$ cat src/rtl/alu_share_arbiter.sv
// -----------------------------------------------------------------------------
// alu_share_arbiter
//
// Time-shares one external combinational 16-bit ALU between two requesters.
// A single operation is accepted over a valid/ready request channel, held on
// the ALU inputs for one full ISSUE cycle, captured into a result register and
// returned to the owning requester over its valid/ready response channel.
// When both requesters are pending in IDLE, grants alternate round-robin.
//
// Ports:
//   clk, rst_n                  clock (rising edge), async active-low reset
//   reqN_valid / reqN_ready     request handshake for requester N (N=0,1)
//   reqN_code/_a/_b/_coe        opcode, operands, carry-out enable (active-low)
//   rspN_valid / rspN_ready     response handshake for requester N
//   rspN_c/_vout/_cout/_err     result, overflow, carry-out, illegal-opcode flag
//   alu_a/_b/_code/_coe         operand register driven to the ALU
//   alu_c/_vout/_cout           combinational ALU result and flags
//   busy                        high while an operation is in flight
// -----------------------------------------------------------------------------
module alu_share_arbiter #(
   parameter int WIDTH = 16
) (
   input  logic             clk,
   input  logic             rst_n,

   input  logic             req0_valid,
   output logic             req0_ready,
   input  logic [4:0]       req0_code,
   input  logic [WIDTH-1:0] req0_a,
   input  logic [WIDTH-1:0] req0_b,
   input  logic             req0_coe,

   input  logic             req1_valid,
   output logic             req1_ready,
   input  logic [4:0]       req1_code,
   input  logic [WIDTH-1:0] req1_a,
   input  logic [WIDTH-1:0] req1_b,
   input  logic             req1_coe,

   output logic             rsp0_valid,
   input  logic             rsp0_ready,
   output logic [WIDTH-1:0] rsp0_c,
   output logic             rsp0_vout,
   output logic             rsp0_cout,
   output logic             rsp0_err,

   output logic             rsp1_valid,
   input  logic             rsp1_ready,
   output logic [WIDTH-1:0] rsp1_c,
   output logic             rsp1_vout,
   output logic             rsp1_cout,
   output logic             rsp1_err,

   output logic [WIDTH-1:0] alu_a,
   output logic [WIDTH-1:0] alu_b,
   output logic [4:0]       alu_code,
   output logic             alu_coe,
   input  logic [WIDTH-1:0] alu_c,
   input  logic             alu_vout,
   input  logic             alu_cout,

   output logic             busy
);

   typedef enum logic [1:0] {S_IDLE, S_ISSUE, S_RESP} state_t;

   state_t           r_state;
   state_t           w_state_nxt;

   logic             r_ptr;     // requester favoured on contention
   logic             r_gidx;    // owner of the in-flight operation
   logic [4:0]       r_code;
   logic [WIDTH-1:0] r_a;
   logic [WIDTH-1:0] r_b;
   logic             r_coe;
   logic [WIDTH-1:0] r_c;
   logic             r_vout;
   logic             r_cout;
   logic             r_err;

   logic             w_any;
   logic             w_gnt;
   logic             w_accept;
   logic             w_rsp_ready;
   logic             w_legal;
   logic             w_arith;

   function automatic logic f_legal(input logic [4:0] code);
      return code inside {[5'd0:5'd5], 5'd8, 5'd9, 5'd10, 5'd12,
                          [5'd16:5'd19], [5'd24:5'd29]};
   endfunction

   // Grant selection: a lone requester wins, contention follows the pointer.
   always_comb begin
      w_any = req0_valid | req1_valid;
      w_gnt = req1_valid;
      if (req0_valid && req1_valid) w_gnt = r_ptr;
   end

   // rst_n gating keeps both readies low while reset is held, even with
   // valids asserted and the state register already forced to IDLE.
   assign w_accept    = rst_n && (r_state == S_IDLE) && w_any;
   assign w_rsp_ready = r_gidx ? rsp1_ready : rsp0_ready;
   assign w_legal     = f_legal(r_code);
   assign w_arith     = (r_code[4:3] == 2'b00);

   always_ff @(posedge clk or negedge rst_n) begin
      if (!rst_n) r_state <= S_IDLE;
      else        r_state <= w_state_nxt;
   end

   always_comb begin
      w_state_nxt = r_state;
      req0_ready  = 1'b0;
      req1_ready  = 1'b0;
      rsp0_valid  = 1'b0;
      rsp1_valid  = 1'b0;
      busy        = 1'b1;
      case (r_state)
         S_IDLE: begin
            busy       = 1'b0;
            req0_ready = w_accept & ~w_gnt;
            req1_ready = w_accept &  w_gnt;
            if (w_accept) w_state_nxt = S_ISSUE;
         end
         S_ISSUE: w_state_nxt = S_RESP;
         S_RESP: begin
            rsp0_valid = ~r_gidx;
            rsp1_valid =  r_gidx;
            if (w_rsp_ready) w_state_nxt = S_IDLE;
         end
         default: w_state_nxt = S_IDLE;
      endcase
   end

   // Accept: latch the granted operation and hand priority to the other side.
   always_ff @(posedge clk or negedge rst_n) begin
      if (!rst_n) begin
         r_ptr  <= 1'b0;
         r_gidx <= 1'b0;
         r_code <= 5'b00000;
         r_a    <= '0;
         r_b    <= '0;
         r_coe  <= 1'b1;
      end else if (w_accept) begin
         r_ptr  <= ~w_gnt;
         r_gidx <= w_gnt;
         r_code <= w_gnt ? req1_code : req0_code;
         r_a    <= w_gnt ? req1_a    : req0_a;
         r_b    <= w_gnt ? req1_b    : req0_b;
         r_coe  <= w_gnt ? req1_coe  : req0_coe;
      end
   end

   // ISSUE -> RESP: capture the settled ALU output. Flags are only meaningful
   // for the arithmetic group (code[4:3]==00); illegal codes return all zeros.
   always_ff @(posedge clk or negedge rst_n) begin
      if (!rst_n) begin
         r_c    <= '0;
         r_vout <= 1'b0;
         r_cout <= 1'b0;
         r_err  <= 1'b0;
      end else if (r_state == S_ISSUE) begin
         r_c    <= w_legal ? alu_c : '0;
         r_vout <= w_legal & w_arith & alu_vout;
         r_cout <= w_legal & w_arith & alu_cout;
         r_err  <= ~w_legal;
      end
   end

   assign alu_a     = r_a;
   assign alu_b     = r_b;
   assign alu_code  = r_code;
   assign alu_coe   = r_coe;

   assign rsp0_c    = r_c;
   assign rsp0_vout = r_vout;
   assign rsp0_cout = r_cout;
   assign rsp0_err  = r_err;
   assign rsp1_c    = r_c;
   assign rsp1_vout = r_vout;
   assign rsp1_cout = r_cout;
   assign rsp1_err  = r_err;

endmodule
$ cat config.mk
export PLATFORM = sky130hd
export DESIGN_NAME = alu_share_arbiter
export DESIGN_NICKNAME = d
export VERILOG_FILES = /design/src/rtl/alu_share_arbiter.sv
export SDC_FILE = /design/constraint.sdc
export NUM_CORES = 1
export LEC_CHECK = 0
export CELL_PAD_IN_SITES_DETAIL_PLACEMENT = 0
export CELL_PAD_IN_SITES_GLOBAL_PLACEMENT = 2
export CORE_MARGIN = 3
export CORE_UTILIZATION = 22
export DETAILED_ROUTE_END_ITERATION = 10
export GPL_TIMING_DRIVEN = 0
export PLACE_DENSITY_LB_ADDON = 0.1
export SLEW_MARGIN = 10
export SYNTH_ARGS = -nofsm -noshare
export SYNTH_HDL_FRONTEND = slang
export SYNTH_SLANG_ARGS = --single-unit
$ cat constraint.sdc
create_clock -name clk -period 1.8 [get_ports clk]
set_clock_uncertainty 0.1 [all_clocks]
set_input_delay 0.36 -clock clk [delete_from_list [all_inputs] [get_ports clk]]
set_output_delay 0.36 -clock clk [all_outputs]
set_load 0.005 [all_outputs]
Fig. 1: run 1, cell placement
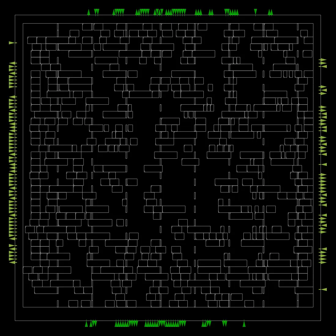
registers: 61
Core Area: 13300 um^2
share of the core filled with cells: 42.9%
num rows: 42
Seq/total area: 26.7%

Fig. 2: run 1, wire density map
The die is cut into 25 by 25 equal tiles; black is low, pale yellow is high, scaled to the fullest tile. Values are wire area over tile area, all layers added.
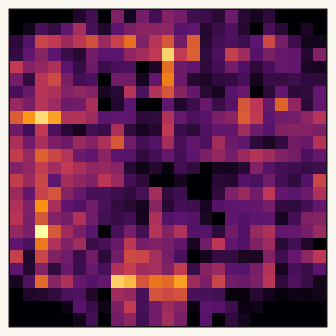
mean over tiles: 0.12
tiles over half the peak: 10%
densest ninth of the die: west
fullest tile: 0.44
routed len/inst: 16.7 um
Post-Route WL: 10900 um

==> reports/qor.yml, run 1 <==
area_growth_pct: 90.0
setup_tns_ps: -384
crit_top_cell: "buf_6"
status: "finished, violations left"
track_usage_pct: 14.3
die_y_um: 123
max_slew.worst_pin.slew_ps: 491
p_per_area_nw_per_um2: 1490
syn_inst: 259
fp_nets: 359
cp_slowest_cell: "dfrtp_2"
cts_setup_buffers: 9
final.setup.worst_slack_ps: -115
max_stage_delay_ps: 420
worstReg2RegStart: "r_state[1]"
timing.rr.end: "alu_code[4]"
violations: "setup timing"
place.gp.congestion: 0.726
port-buffer-count: 180
synth_area_um2: 3020
setup_viol: 14
Fig. 3: run 1, zoomed window
Bar = 10 um. Window x 49 to 74, y 24 to 49 um. Cells in grey, sequential cells in the stronger grey; small squares are vias.
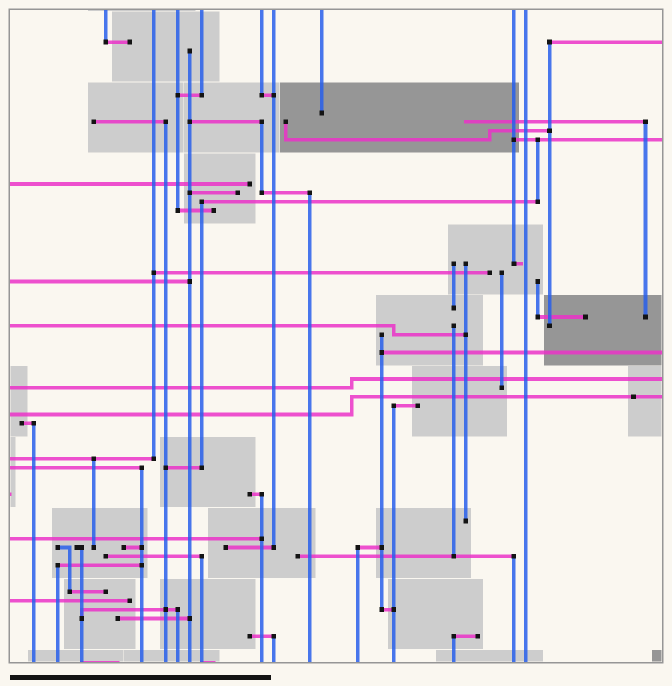
| layer | colour |
|---|---|
| M1 | magenta |
| M2 | blue |
netlist names of flops here include: alu_code (1)
sequential cells in the window: 1
most frequent: clkdlybuf4s50_1 (7)
cells with their middle in the window: 15

run 1: metal layers:
layer,vias to the layer above,global-route usage [%]
met2,124,22.0
met1,1378,18.0
met5,-,0
met3,14,5.08
li1,1379,-
met4,0,6.23
run 1: cell usage in the layout (no fill, tap or decap), types with 2 or more instances in the layout:
| cell | instances |
|---|---|
| a21boi_0 | 12 |
| a21boi_1 | 13 |
| a21boi_2 | 13 |
| a21oi_1 | 2 |
| a221o_1 | 38 |
| a22o_1 | 2 |
| buf_12 | 7 |
| buf_2 | 6 |
| buf_4 | 28 |
| buf_6 | 18 |
| buf_8 | 3 |
| clkbuf_1 | 7 |
| clkbuf_16 | 10 |
| clkbuf_2 | 4 |
| clkdlybuf4s50_1 | 164 |
| clkinv_2 | 2 |
| dfrtp_1 | 57 |
| dfrtp_2 | 3 |
| dlygate4sd2_1 | 2 |
| dlygate4sd3_1 | 2 |
| dlymetal6s2s_1 | 8 |
| nand2_1 | 34 |
| nand2b_1 | 2 |
| nor2_1 | 4 |
| nor2b_1 | 3 |
| o21a_1 | 2 |
| o31ai_1 | 6 |
| o31ai_2 | 10 |
run 1: worst min-delay path, stage by stage (launching register included):
cell,delay [ps]
dfrtp_1,350
nand2_1,70
o31ai_2,50
run 1: state kept, by name, indices dropped and copies added (netlist names):
signal	flops
alu_a	16
alu_b	16
rsp0_c	16
alu_code	5
r_state	2
alu_coe	1
r_gidx	1
r_ptr	1
rsp0_cout	1
rsp0_err	1
rsp0_vout	1
run 1: final cells by class:
cell class,instances,area [um^2]
clock inverters,2,10.0
multi-input cells,153,1230
flip-flops and latches,61,1530
plain buffers,41,339
inverters,1,3.75
clock buffers,14,244
fillers,1321,7620
repair buffers,205,2150
well taps,176,220
run 1: kinds of logic after synthesis:
group	Yosys count	synth area share [%]
muxes	1	0.373
AOI/OAI and AO/OA	101	29.9
and+or+nand+nor	51	8.13
buffers and inverters	45	10.9
DFF	61	50.7
run 1: power breakdown:
part | internal (mW) | leakage (nW) | switching (mW) | total [mW]
clock | 0.929 | 0.125 | 0.611 | 1.54
combinational | 2.97 | 1.62 | 1.55 | 4.51
sequential | 2.02 | 0.752 | 0.436 | 2.46
run 1: worst max-delay path by stage:
stage,from,end,slack (ps),cells past startpoint
4_1_cts,r_state[1],req0_ready,-130,5
5_1_grt,r_state[1],req0_ready,-150,4
3_3_place_gp,rst_n,req0_ready,-3620,6
2_1_floorplan,r_state[1],req1_ready,230,3
3_5_place_dp,rst_n,req0_ready,-1030,6
6_report,r_state[1],req0_ready,-120,4
run 1: through the flow:
step / hold slack [ps] / setup slack, ps / instance area, um^2 / power (mW) / cells
2_1_floorplan: -35.6 / 227 / 3020 / 4.19 / 259
3_3_place_gp: 392 / -3620 / 5040 / 6.51 / 615
3_5_place_dp: 244 / -1030 / 5050 / 6.53 / 616
4_1_cts: 410 / -127 / 5480 / 8.25 / 645
5_1_grt: 435 / -154 / 5730 / 9.08 / 653
6_report: 408 / -115 / 5730 / 8.51 / 653
==> run 1 -> run 2 <==
Settings changed: CELL_PAD_IN_SITES_DETAIL_PLACEMENT 0 to not set, CELL_PAD_IN_SITES_GLOBAL_PLACEMENT 2 to not set, CORE_UTILIZATION 22 to 38, PLACE_DENSITY set to 0.81, PLACE_DENSITY_LB_ADDON 0.1 to not set.
Fig. 4: run 2, routed clock nets over the placement
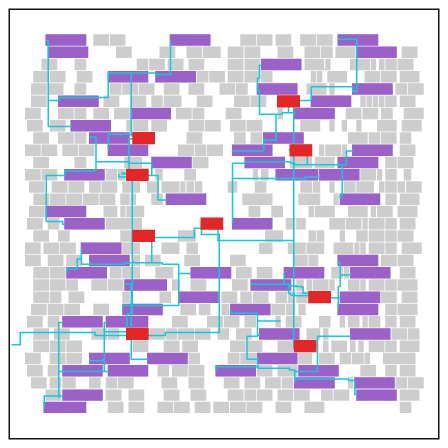
[clock wires] cyan | length: 827 um
[flip-flops] purple | count: 61
[clock-net drivers] red | count: 9
routed clock nets: 10
Clk. pwr: 1.04 mW
Clk network pwr share: 13.6%

==> reports/qor.yml, run 2 <==
status: "finished, violations left"  # unchanged
cp_cell_sequence: "or2_4 > nor3_4 > buf_6 > buf_6"  # was buf_6 > nor3b_4 > and3_4 > buf_6
total_power_mw: 7.64  # was 8.51 mW
cp_num_cells: 4  # unchanged
crit_start: "r_state[1]"  # unchanged
fillers: 568  # was 1321
fp_nets: 359  # unchanged
hold_ws_ps: -205  # was 408 ps
vdd_drop_max_mv: 0.680  # was 0.533 mV
final-hold-violation-count: 60  # was 0
place_ws_ps: -1260  # was -1030 ps
setup_viol: 2  # was 14
place.gp.congestion: 0.702  # was 0.726
syn_inst: 259  # unchanged
final_cell_mix: "clkdlybuf4s50_1, dfrtp_1, a21boi_0, a221o_1, buf_4"  # was clkdlybuf4s50_1, dfrtp_1, a221o_1
final.setup.worst_slack_ps: -106  # was -115 ps
cp_slowest_cell: "dfrtp_2"  # unchanged
worstReg2RegStart: "r_state[0]"  # was r_state[1]
lay_top_count: "clkdlybuf4s50_1"  # unchanged
violations: "hold timing, setup timing"  # was setup timing
ys_ff: 61  # unchanged
dpl_cell_area_um2: 4940  # was 5050 um^2
die_y_um: 95.1  # was 123 um
max_slew.worst_pin.slew_ps: 482  # was 491 ps
path_class: "reg -> out"  # unchanged
viasPerCell: 5.13  # was 4.43
timing.rr.end: "alu_b[4]"  # was alu_code[4]
p_per_area_nw_per_um2: 1450  # was 1490 nW/um^2
port-buffer-count: 180  # unchanged
crit_top_cell: "buf_6"  # unchanged
area_growth_pct: 75.2  # was 90.0%
fin_area_um2: 5280  # was 5730 um^2
Fig. 5: run 2, wire density map
The die is cut into 19 by 19 equal tiles; black is low, pale yellow is high, scaled to the fullest tile. Values are wire area over tile area, all layers added.
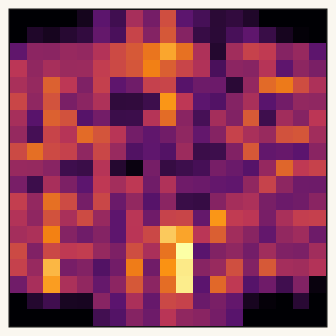
tiles over half the peak: 24%
mean over tiles: 0.17
fullest tile: 0.46
densest ninth of the die: south
nearly empty tiles: 6.9%
Post-Route WL: 9190 um
routed len/inst: 16.2 um
aggregate global-route resource usage: 19.8%

## run 2: cell counts after synthesis
Identical to the previous run, type by type.
## run 2: layout make-up
class	count	area [um^2]	area share, %
timing repair buffer	196	1960	37.1
sequential	61	1530	29.0
multi-input combinational	153	1180	22.3
buffer	42	325	6.16
clock buffer	13	149	2.82
tap	99	124	2.34
clock inverter	3	15.0	0.284
inverter	1	3.75	0.0710
## run 2: cells by family (layout without fill, tap and decap cells)
logic type	count (synthesis)	after routing	synth area share [%]
mux	1	1	0.373
simple gates	51	51	8.13
flops	61	61	50.7
buf+inv	45	255	10.9
compound gates	101	101	29.9
## run 2: power by group
| part | internal [mW] | switching [mW] |
|---|---|---|
| sequential | 2.02 | 0.433 |
| combinational | 2.71 | 1.43 |
| clock | 0.532 | 0.510 |
## run 2: routing by layer
layer | share of wire (%) | GRT usage [%] | up-vias
li1 | - | - | 1362
met1 | 40 | 24.0 | 1399
met2 | 50 | 33.4 | 135
met3 | 8.1 | 5.68 | 18
met4 | 2.5 | 7.57 | 0
met5 | 0 | 0 | -
## run 2: how the worst max path moves through the flow
stage	to	slack, ps
3_3_place_gp	req0_ready	-3280
5_1_grt	req1_ready	-160
4_1_cts	req0_ready	-130
3_5_place_dp	req0_ready	-1260
6_report	req1_ready	-110
2_1_floorplan	req1_ready	230
## run 2: timing repair
item / 4_1_cts / 5_1_grt
endpoints found under the setup margin: 47 / 61
gates resized: 26 / 30
pin swaps: 4 / 2
setup buffers: 8 / 8
gates cloned: 0 / 1
endpoints found under the hold margin: 60 / 60
## run 2: worst reg2reg max path, cell delays in order (launching register included)
cell	delay, ps
dfrtp_1	400
buf_6	130
nor3b_4	190
buf_4	190
buf_4	170
a21boi_0	110
a221o_1	280
## run 2: through the flow
stage | setup TNS (ps) | hold WS, ps | util (%) | cells
final | -133 | -205 | 70.6 | 568
after CTS | -238 | -189 | 69.4 | 561
after floorplan | 0 | -35.6 | - | 259
after global placement | -222440 | 388 | 66.0 | 538
after global routing | -276 | -189 | 70.6 | 568
after detailed placement | -28860 | 394 | 66.0 | 538
==> run 2 -> run 3 <==
Settings changed: TNS_END_PERCENT set to 100.
Fig. 6: run 3, wire density map
The die is cut into 19 by 19 equal tiles; black is low, pale yellow is high, scaled to the fullest tile. Values are wire area over tile area, all layers added.
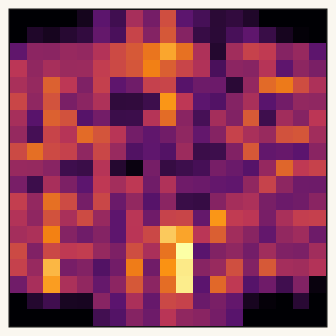
nearly empty tiles: 6.9%
tiles over half the peak: 24%
mean over tiles: 0.17
densest ninth of the die: south
via count: 2914

==> reports/qor.yml, run 3 <==
p_sw_mw: 2.38  # unchanged
seq_power_share_pct: 32.1  # about the same
place_ws_ps: -1260  # unchanged
switching_share_pct: 31.1  # unchanged
hold_ws_ps: -205  # unchanged
area_growth_pct: 75.2  # unchanged
synth_area_um2: 3020  # unchanged
port-buffer-count: 180  # unchanged
final.setup.worst_slack_ps: -106  # unchanged
violations: "hold timing, setup timing"  # unchanged
period_used_pct: 106  # unchanged
post-route-util_pct: 70.6  # unchanged
met2_usage_pct: 33.4  # unchanged
clock-sinks: 61  # unchanged
grt_use_met1_pct: 24.0  # unchanged
status: "finished, violations left"  # unchanged
routed_wl_um: 9190  # unchanged
vdd_drop_max_mv: 0.680  # unchanged
dpl_cell_area_um2: 4940  # unchanged
max_slew.worst_pin.slew_ps: 482  # unchanged
lay_top_count: "clkdlybuf4s50_1"  # unchanged
final-hold-violation-count: 60  # unchanged
track_usage_pct: 19.8  # unchanged
final_cell_mix: "clkdlybuf4s50_1, dfrtp_1, a21boi_0, a221o_1, buf_4"  # unchanged
clockBufferDepth: 2  # unchanged
antenna_cells: 0  # unchanged
core.rowCount: 31  # unchanged
fin_area_um2: 5280  # unchanged
place.gp.congestion: 0.702  # unchanged
fp_nets: 359  # unchanged
top_usage_layer: "met2"  # unchanged
fin_cells: 568  # unchanged
p_int_mw: 5.26  # unchanged
dieWidth_um: 95.1  # unchanged
dp.cells: 538  # unchanged
cts_tree: "done"  # unchanged
setup_viol: 2  # unchanged
combPwrFrac_pct: 54.2  # about the same
die_y_um: 95.1  # unchanged
path_class: "reg -> out"  # unchanged
use_met3_pct: 5.68  # unchanged
syn_inst: 259  # unchanged
core_um2: 7490  # unchanged
die-area_um2: 9040  # unchanged
p_per_area_nw_per_um2: 1450  # unchanged
viasPerCell: 5.13  # unchanged
p_clk_share_pct: 13.6  # about the same
avgRoutedWirePerCell_um: 16.2  # unchanged
cp_data_arrival_time_ps: 1450  # about the same
slew-limit-headroom_pct: 67.8  # unchanged
Fig. 7: run 3, zoomed window
Bar = 10 um. Window x 35 to 60, y 16 to 41 um. Cells in grey, sequential cells in the stronger grey; small squares are vias.
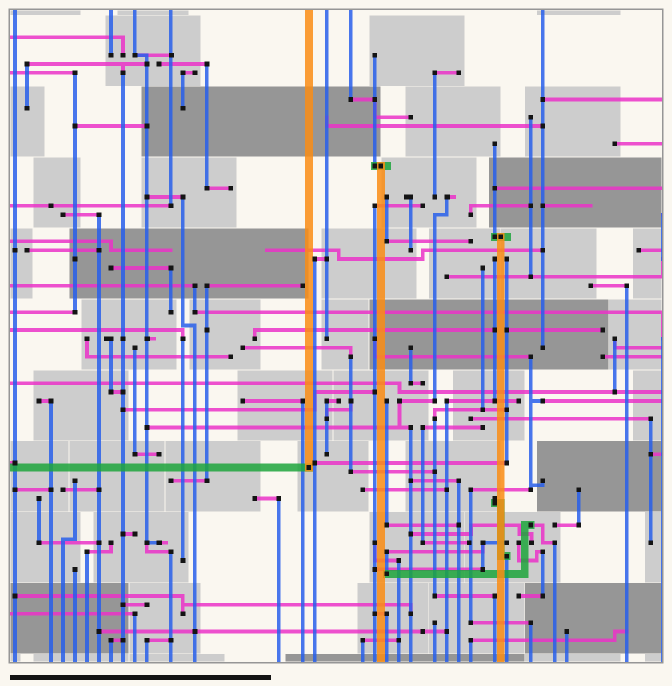
| layer | colour |
|---|---|
| M2 | blue |
| M3 | green |
| M1 | magenta |
| M4 | orange |
netlist names of flops here include: alu_a (3), alu_code (3)
sequential cells in the window: 6
cells with their middle in the window: 37
most frequent: clkdlybuf4s50_1 (14), a21boi_0 (7)

[run 3: area by class of cell]
class	instances	area (um^2)
fillers	568	2200
repair buffers	196	1960
flip-flops and latches	61	1530
multi-input cells	153	1180
plain buffers	42	325
clock buffers	13	149
well taps	99	124
clock inverters	3	15.0
inverters	1	3.75
[run 3: routing by layer]
metal,up-vias,share of wire (%)
li1,1362,-
met1,1399,40
met2,135,50
met3,18,8.1
met4,0,2.5
met5,-,0
[run 3: worst paths after layout]
path | start | to | slack [ps]
setup reg to reg | r_state[0] | alu_b[4] | 120
min in group clk | rsp0_c[3] | rsp0_c[3] | 410
max in group asynchronous | rst_n | alu_coe | 1470
hold / removal | rst_n | rsp0_c[0] | -200
setup / recovery | r_state[1] | req1_ready | -110
hold reg to reg | rsp0_c[3] | rsp0_c[3] | 410
[run 3: power groups by stage]
stage / logic (mW) / clock network (mW) / registers [mW]
global route: 4.49 / 1.12 / 2.55
CTS: 4.12 / 1.06 / 2.45
global placement: 3.93 / 0 / 2.44
finish: 4.14 / 1.04 / 2.45
detailed placement: 4.01 / 0 / 2.46
floorplan: 1.74 / 0 / 2.45
[run 3: worst max-delay path, cell delays in order (launching register included)]
cell and delay [ps]:
dfrtp_2 430, or2_4 270, nor3_4 200, buf_6 130, buf_6 80
[run 3: logic make-up (layout without fill, tap and decap cells)]
| logic type | after synthesis | after routing | share of synthesized area, % |
|---|---|---|---|
| DFF | 61 | 61 | 50.7 |
| AOI/OAI and AO/OA | 101 | 101 | 29.9 |
| buffers and inverters | 45 | 255 | 10.9 |
| and+or+nand+nor | 51 | 51 | 8.13 |
| muxes | 1 | 1 | 0.373 |
[run 3: what timing repair did]
action                                 4_1_cts  5_1_grt
setup buffers                                8        8
endpoints found under the hold margin       60       60
gates resized                               26       30
setup endpoints to repair                   47       61
cloned                                       0        1
pin swaps                                    4        2
[run 3: metrics by stage]
| step | TNS (ps) | power [mW] |
|---|---|---|
| 5_1_grt | -276 | 8.16 |
| 4_1_cts | -238 | 7.64 |
| 3_5_place_dp | -28860 | 6.48 |
| 3_3_place_gp | -222440 | 6.37 |
| 2_1_floorplan | 0 | 4.19 |
| 6_report | -133 | 7.64 |

==> notes/layouts.md <==
Pictures saved along the way, in no particular order.

Selected gate families.
Bar = 20 um.
shot_01.png
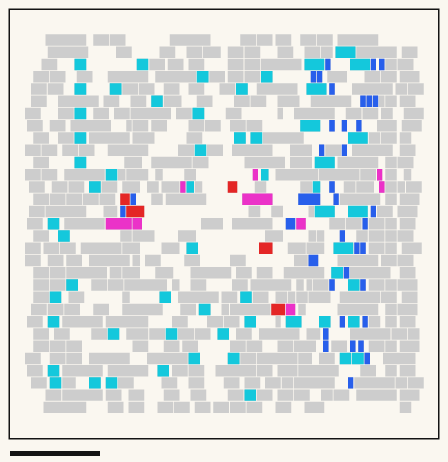
shot_02.png
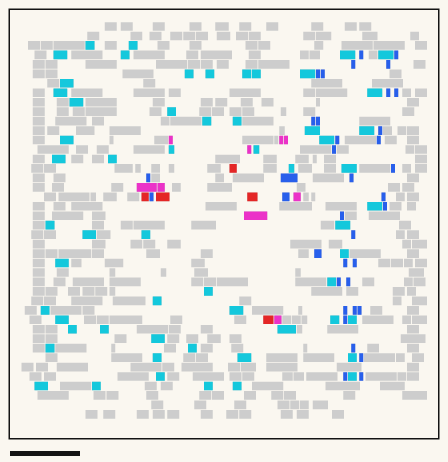
Of these, largest die: shot_02.png
shot_02.png -> run 1
shot_01.png -> run 3

Key to shot_02.png:
| family | colour | cells | where |
|---|---|---|---|
| aoi and oai cells | cyan | 58 | all over the die |
| and/or cells | red | 5 | centre |
| nand cells | blue | 37 | a vertical strip on the right |
| nor cells | magenta | 9 | centre |

Power and IR drop assume default switching activity.
